**src/rtl/ps2_mouse_init_ctrl.sv**
```systemverilog
// PS/2 mouse bring-up controller: resets the mouse, enables streaming mode,
// then frames the 3-byte movement packets for the pointer logic.
module ps2_mouse_init_ctrl #(
  parameter int unsigned TIMEOUT_CYCLES = 1000000,
  parameter int unsigned MAX_RETRIES    = 2
) (
  input  logic        clk,
  input  logic        reset,
  input  logic        restart,
  input  logic        rx_valid,
  input  logic [7:0]  rx_data,
  output logic        tx_valid,
  output logic [7:0]  tx_data,
  input  logic        tx_ready,
  output logic        ready,
  output logic        error,
  output logic        pkt_valid,
  output logic [23:0] pkt_data
);

  localparam int unsigned TW = $clog2(TIMEOUT_CYCLES);
  localparam int unsigned RW = $clog2(MAX_RETRIES + 2);

  typedef enum logic [3:0] {
    IDLE, SEND_RST, W_ACK1, W_BAT, W_ID, SEND_EN, W_ACK2,
    STR_B1, STR_B2, STR_B3, FAIL
  } state_t;

  state_t        state, state_n, adv_state;
  logic [TW-1:0] timer, timer_n;
  logic [RW-1:0] retry_cnt, retry_n;
  logic [7:0]    exp_byte;
  logic          in_wait;
  logic [7:0]    b1, b2;

  // Next-state, retry/timer bookkeeping and command offer.
  always_comb begin
    state_n   = state;
    retry_n   = retry_cnt;
    timer_n   = '0;
    tx_valid  = 1'b0;
    tx_data   = '0;
    exp_byte  = '0;
    adv_state = state;
    in_wait   = 1'b0;
    case (state)
      IDLE:     state_n = SEND_RST;
      SEND_RST: begin
        tx_valid = 1'b1;
        tx_data  = 8'hFF;
        if (tx_ready) state_n = W_ACK1;
      end
      SEND_EN: begin
        tx_valid = 1'b1;
        tx_data  = 8'hF4;
        if (tx_ready) state_n = W_ACK2;
      end
      W_ACK1: begin in_wait = 1'b1; exp_byte = 8'hFA; adv_state = W_BAT;   end
      W_BAT:  begin in_wait = 1'b1; exp_byte = 8'hAA; adv_state = W_ID;    end
      W_ID:   begin in_wait = 1'b1; exp_byte = 8'h00; adv_state = SEND_EN; end
      W_ACK2: begin in_wait = 1'b1; exp_byte = 8'hFA; adv_state = STR_B1;  end
      STR_B1: if (rx_valid && rx_data[3]) state_n = STR_B2;
      STR_B2: if (rx_valid) state_n = STR_B3;
      STR_B3: if (rx_valid) state_n = STR_B1;
      FAIL:   state_n = FAIL;
      default: state_n = IDLE;
    endcase

    // Shared wait-state handling: a matching byte beats a same-cycle timeout.
    if (in_wait) begin
      if (rx_valid && rx_data == exp_byte) begin
        state_n = adv_state;
      end else if (rx_valid || timer == TW'(TIMEOUT_CYCLES - 1)) begin
        if (retry_cnt == RW'(MAX_RETRIES)) begin
          state_n = FAIL;
        end else begin
          retry_n = retry_cnt + RW'(1);
          state_n = SEND_RST;
        end
      end
      timer_n = (state_n == state) ? timer + TW'(1) : '0;
    end

    if (restart) begin
      state_n = SEND_RST;
      retry_n = '0;
      timer_n = '0;
    end
  end

  // Status flags decoded from the current state.
  always_comb begin
    ready = (state == STR_B1) || (state == STR_B2) || (state == STR_B3);
    error = (state == FAIL);
  end

  // State registers and packet assembly; restart drops any partial packet.
  always_ff @(posedge clk) begin
    if (reset) begin
      state     <= IDLE;
      timer     <= '0;
      retry_cnt <= '0;
      b1        <= '0;
      b2        <= '0;
      pkt_valid <= 1'b0;
      pkt_data  <= '0;
    end else begin
      state     <= state_n;
      timer     <= timer_n;
      retry_cnt <= retry_n;
      pkt_valid <= 1'b0;
      if (!restart && rx_valid) begin
        case (state)
          STR_B1: if (rx_data[3]) b1 <= rx_data;
          STR_B2: b2 <= rx_data;
          STR_B3: begin
            pkt_valid <= 1'b1;
            pkt_data  <= {b1, b2, rx_data};
          end
          default: ;
        endcase
      end
    end
  end

endmodule
```
**config.mk**
```make
export PLATFORM = sky130hd
export DESIGN_NAME = ps2_mouse_init_ctrl
export DESIGN_NICKNAME = d
export VERILOG_FILES = /design/src/rtl/ps2_mouse_init_ctrl.sv
export SDC_FILE = /design/constraint.sdc
export NUM_CORES = 1
export LEC_CHECK = 0
export CAP_MARGIN = 20
export CORE_MARGIN = 3
export CORE_UTILIZATION = 53
export DETAILED_ROUTE_END_ITERATION = 8
export PLACE_DENSITY = 0.78
export REMOVE_ABC_BUFFERS = 1
export SLEW_MARGIN = 20
export SYNTH_ARGS = -nofsm -noshare
export SYNTH_HDL_FRONTEND = slang
export SYNTH_SLANG_ARGS = --single-unit
export TNS_END_PERCENT = 20
```
**constraint.sdc**
```tcl
create_clock -name clk -period 3.3 [get_ports clk]
set_input_delay 0.33 -clock clk [delete_from_list [all_inputs] [get_ports clk]]
set_output_delay 0.33 -clock clk [all_outputs]
set_load 0.01 [all_outputs]
```
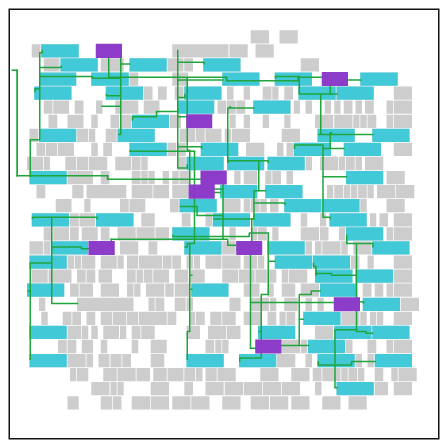
clk_routes.png
[flip-flops] cyan | count: 67
[clock drivers] purple | count: 9
[clock wires] green | length: 785 um
flops lie	spread over the die
routed clock nets	10

==> notes.md <==
The critical path contains buffers and inverters numbering 3 combined. Clock tree synthesis inserted a total of 9 buffers. The global route stage reports its total congestion overflow as 0. The post-placement cell area is 0.003608 sq mm.

For this run, the post-layout net count is 427. In the synthesized netlist the async set-or-reset flop fraction comes to 0%. The peak clock frequency supported by timing was 381.0 MHz. The run finished with clean final reports. The synthesized netlist devotes 5.337% of its cell area to XOR and XNOR gates. The run gives 0.4507 ns as the final worst hold slack. In the routed layout, each cell is associated on average with a via count of 5.459. The post-detailed-placement half-perimeter wirelength is 4.593 mm.

The biggest fanout along the worst timing path works out to 20. The tree is rooted in a sky130_fd_sc_hd__clkbuf_8. For the pin with the worst max-slew slack, the measured transition is 0.7902 ns. Adding up every negative setup slack in the final design gives 0 ns.

Critical path class: flip-flop to flip-flop. The post-detailed-routing wire length came out at 6.818 mm. Once detail routing completed, the nets flagged for antenna violations numbered 0. The initial antenna violation count was 0; the number of non-clock inverters was 5.

The clock passes through at most 2 buffers. In the final report, the number of endpoints failing setup comes to 0. The detailed router put a total of 3.018 mm of wire on met1. Total global-route track usage over all layers is 22.02%. The final clock skew is 0.004908 ns. Of the post-synthesis cell area, the dominant cell type holds 43.02%. The tools report the endpoint kind of the worst setup timing path as a flip-flop. For the worst slew slack as a fraction of its limit, the log shows 47.32%.

Number of max-slew violations in the final report: 0. For reference, full adder, half adder and majority cells occupy 0.8026% of the area reported after synthesis. The core region is 0.005608 sq mm.

For the pin count of the biggest net entering global routing, the log shows 42. The main kind of combinational logic by area is simple AND/OR/NAND/NOR gates. In the global route stage, met2 resource usage came out at 35.58%. Registers take 0.001341 sq mm. Post-route period utilization is reported as 79.55%.

With the area fraction in and, or, nand and nor cells at 27.05%, the layout clock buffer count is 10. The final timing report gives a worst setup slack of 0.6750 ns. The largest cell class by area is logic gates.

The most critical min-delay path falls under flip-flop to flip-flop. Per the detail_route log, the uppermost layer with routed signals is met4.
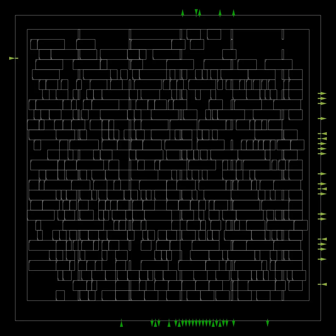
placement.png
flop count: 67
final core utilization: 68.03%
placement row count: 27

